==> config.mk <==
export PLATFORM = sky130hd
export DESIGN_NAME = control_sequencer
export DESIGN_NICKNAME = d
export VERILOG_FILES = /design/src/rtl/control_sequencer.sv
export SDC_FILE = /design/constraint.sdc
export NUM_CORES = 1
export LEC_CHECK = 0
export CAP_MARGIN = 20
export CORE_UTILIZATION = 41
export CTS_CLUSTER_DIAMETER = 100
export DETAILED_ROUTE_END_ITERATION = 16
export PLACE_DENSITY_LB_ADDON = 0.25
export SLEW_MARGIN = 5
export SYNTH_ARGS = -nofsm -noshare
export SYNTH_HDL_FRONTEND = slang
export SYNTH_SLANG_ARGS = --single-unit
export TNS_END_PERCENT = 5
==> constraint.sdc <==
create_clock -name clk -period 1.75 [get_ports clk]
set_clock_uncertainty 0.1 [all_clocks]
set_input_delay 0.35 -clock clk [delete_from_list [all_inputs] [get_ports clk]]
set_output_delay 0.35 -clock clk [all_outputs]
set_load 0.02 [all_outputs]
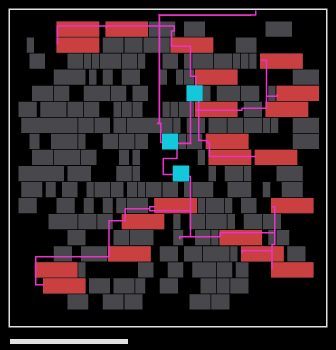
Run 1: routed clock nets over the placement
The bar under the picture is 20 µm long.
Key: clock drivers = cyan [count 3]; flip-flops = red [count 21]; clock wires = magenta [length 232 µm]
There are 4 routed clock nets.
Worst-Skew Late Latency: 300 ps
Clk. pwr: 0.229 mW
clock share of power: 26.3%

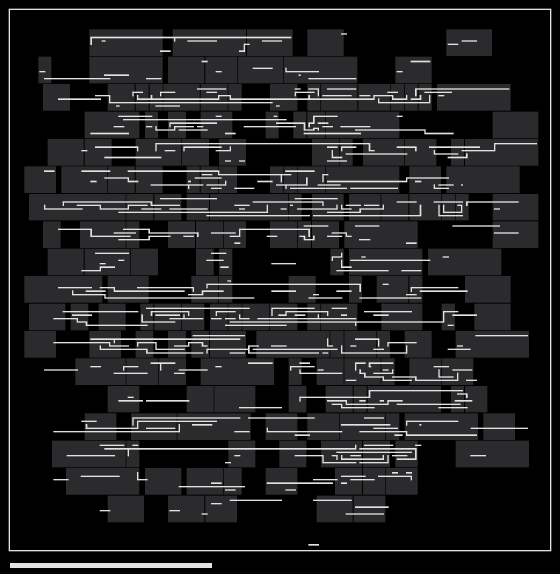
Run 1: signal wires on met1
The bar under the picture is 20 µm long.
The wires run mostly horizontal. 169 nets have wire on it. The longest straight run is 24.8 µm.
via count: 1037
routed wire length: 2580 µm

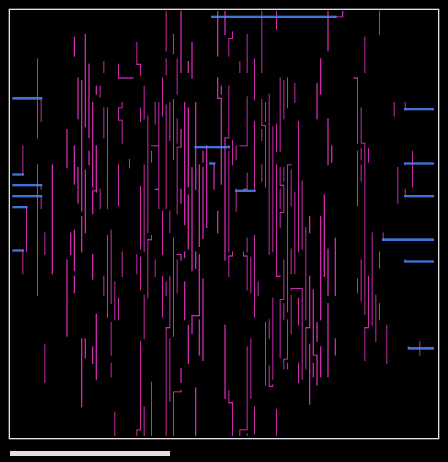
Run 1: wiring by layer
The bar under the picture is 20 µm long. Two of the layers only.
Key: metal 2 = magenta [wire length 1310 µm]; metal 3 = blue [wire length 59.3 µm]
WL/cell: 12.5 µm
Tot GR Track Use: 19.7%

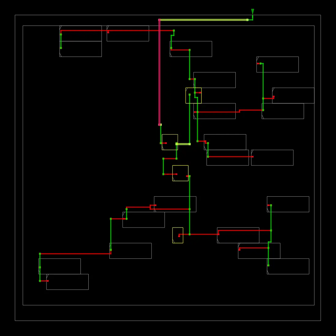
Run 1: clock nets
cts bufs inserted: 3
clock buffer count: 3
Num Clock Sinks: 21
FFs & Latches: 21

==> run summary, run 1 <==
Crit end category: register
Highest Clock Rate: 582 MHz
CTS max path bufs: 2
Outcome: finished clean
Synth cell types: 32
Post-synth ARST share: 0%
Place WS: -689 ps
Switching share of power: 25.7%
Yosys warnings: 0
Sequential cell area share: 25.3%
Synthesized area per cell: 9.01 µm²
HP Class: register to register
Final-report hold violation count: 0
Crit-path cells: dlygate4sd2_1 > buf_4 > ha_1 > a311oi_4 > o211ai_4 > buf_6 > o21ai_2
Min Tclk post-route: 1720 ps
I/O Buffers: 31
TNS Setup: 0 ps
Leakage power figure: 0.840 nW
Clock root cell: clkbuf_4
Core area: 2500 µm²
# Cells Yosys: 121
Worst Max-Slew Pin Slew: 389 ps
Floorplan net count: 137
Mi-comb count: 86
Most frequent cells in the layout: nand2_1, buf_4, dfxtp_1
Peak VDD IR: 0.479 mV
Pins Over Slew Limit: 0
Post-DRT Antenna Nets: 0
Vias/cell: 5.01
FF-to-FF setup slack: 200 ps
FF+latch count, synth: 21
Adders+Majority by Area: 5.74%
Logic share of the area: 37.6%
Cells after Synth: 121
Area fraction in compound gates: 28.4%
TritonCTS clock tree: done
Final Cell Area: 1660 µm²
Run 1, placement by cell class:
Fill, decap, tap and diode cells in grey.
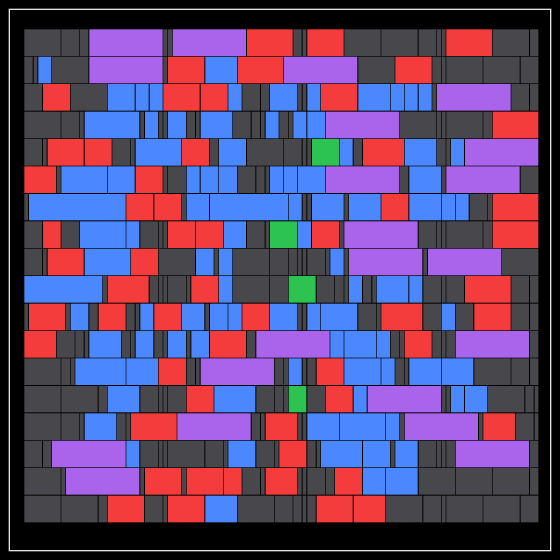

--- run 2 (diff from run 1) ---
--- a/config.mk
+++ b/config.mk
@@ -5,12 +5,12 @@
 export SDC_FILE = /design/constraint.sdc
 export NUM_CORES = 1
 export LEC_CHECK = 0
-export CAP_MARGIN = 20
-export CORE_UTILIZATION = 41
+export ABC_AREA = 1
+export CORE_UTILIZATION = 42
 export CTS_CLUSTER_DIAMETER = 100
 export DETAILED_ROUTE_END_ITERATION = 16
 export PLACE_DENSITY_LB_ADDON = 0.25
-export SLEW_MARGIN = 5
+export SLEW_MARGIN = 20
 export SYNTH_ARGS = -nofsm -noshare
 export SYNTH_HDL_FRONTEND = slang
 export SYNTH_SLANG_ARGS = --single-unit
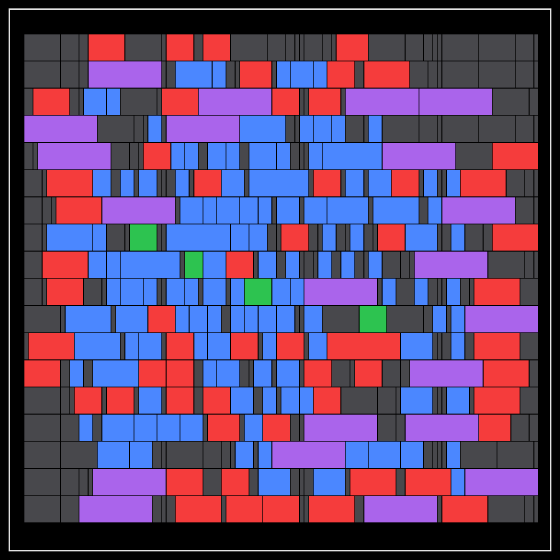
Run 2: placement by cell class
Fill, decap, tap and diode cells in grey.
Key: other buffers and delay cells = red [cells 57, share of their area 32%]; flops = purple [cells 21, share of their area 25%]; clock drivers and dummy loads = green [cells 4, share of their area 1.6%]; combinational and other logic = blue [cells 122, share of their area 42%]
Final Cell Area: 1750 µm²
Row Count: 18
final design utilization: 69.3%

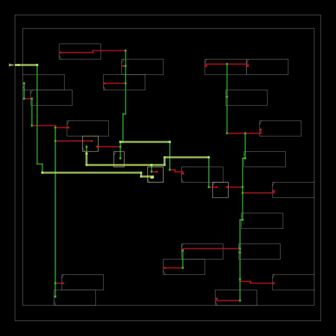
Run 2: clock nets
Clk. pwr: 0.242 mW
Worst-Skew Late Latency: 310 ps

==> run summary, run 2 <==
Synth cell types: 25 (-22%)
# Cells Yosys: 146 (+21%)
Met3 GRT Util: 5.93%
Initial antenna violation count: 0
Clock root cell: clkbuf_4
Non-Clock Buffer Count: 57
Core area: 2520 µm² (+0.90%)
Area fraction in compound gates: 16.2% (-12 points)
Logic area: 634 µm²
Non-clk buf share: 31.6%
NetSw: 0.247 mW
Cts bufs inserted: 3 (unchanged)
Unrepaired setup endpoints after global routing: yes
Worst EP required: 1900 ps
FFs & Latches: 21 (unchanged)
Post-DP HPWL: 2090 µm
Num Clock Sinks: 21 (unchanged)
Peak VDD IR: 0.503 mV (+5.0%)
Met2 routed WL: 1320 µm
Tot GR Track Use: 21.6% (+1.9 points)
Worst-path clk slew: 120 ps
Die height: 54.1 µm
TNS Setup: 0 ps (unchanged)
FF-to-FF setup slack: 310 ps (+110 ps)
Worst Max-Slew Pin Slew: 278 ps (-111 ps)
P_seq: 0.485 mW
Well Taps: 30
Die ar.: 2920 µm²
Most frequent cells in the layout: nand2_1, buf_4, dfxtp_1
TritonCTS clock tree: done
Final Hold Slack: 359 ps
Largest net degree at the start of global routing: 16
Clock buffer count: 3 (unchanged)
Outcome: finished clean
Initial DRC Count: 32
Switching share of power: 27.6% (+1.9 points)
Total grt overflow: 0
I/O Buffers: 31 (unchanged)
Pins Over Slew Limit: 0 (unchanged)
Crit end category: register
Via count: 1156 (+11%)
Wire length on met1: 1170 µm
Place WS: -345 ps (+344 ps)
Crit-path leading delay family: buffers and inverters
# IOs: 32
Worst Setup Start Kind: input pin
Clock share of power: 27.1% (+0.8 points)
First-pass GRT wire length: 4470 µm
Adders+Majority by Area: 5.49% (-0.25 points)
Sequential cell area share: 24.1% (-1.2 points)
Sequential share of power: 54.2%
Mi-comb count: 103 (+20%)
FF+latch count, synth: 21 (unchanged)
Top power group: registers
Pwr per Cell Area: 512 nW/µm²
Logic share of the area: 36.3% (-1.3 points)
Crit-path cells: clkdlybuf4s50_1 > inv_1 > ha_1 > a21o_2 > a21oi_4 > nand3_4 > buf_12 > o21ai_2
Top cell area share: 36.9%
Vias/cell: 4.94 (-1.4%)
Highest Clock Rate: 588 MHz (+1.1%)
Min Tclk post-route: 1700 ps (-18.4 ps)
Synthesized area per cell: 7.80 µm² (-13%)
WL/cell: 11.5 µm (-7.7%)
Final setup vio count: 0
HP Class: register to register
Crit path buffers/inverters: 3
Cells after Synth: 146 (+21%)
Yosys warnings: 0 (unchanged)
Post-synth top flop: dfxtp_1
Routed wire length: 2690 µm (+4.3%)
Floorplan net count: 162 (+18%)
Metal3 WL: 161 µm
Cell Count, Final, Fillers Out: 234
Vias in the first global route: 1082
CTS max path bufs: 2 (unchanged)
Post-DRT Antenna Nets: 0 (unchanged)
Top sig layer: met4
Worst hold path depth: 2
Layout cells sized above 1: 35.3%
Final-report hold violation count: 0 (unchanged)
# hold bufs at CTS: 0
Placed insts: 230
Final setup margin: 50.2 ps
Leakage power figure: 1.09 nW (+29%)
FILL cells: 223
Non-clk invs: 19
Post-synth ARST share: 0% (unchanged)
Period utilization: 97.1%
Power is estimated from default activity; no workload was simulated.
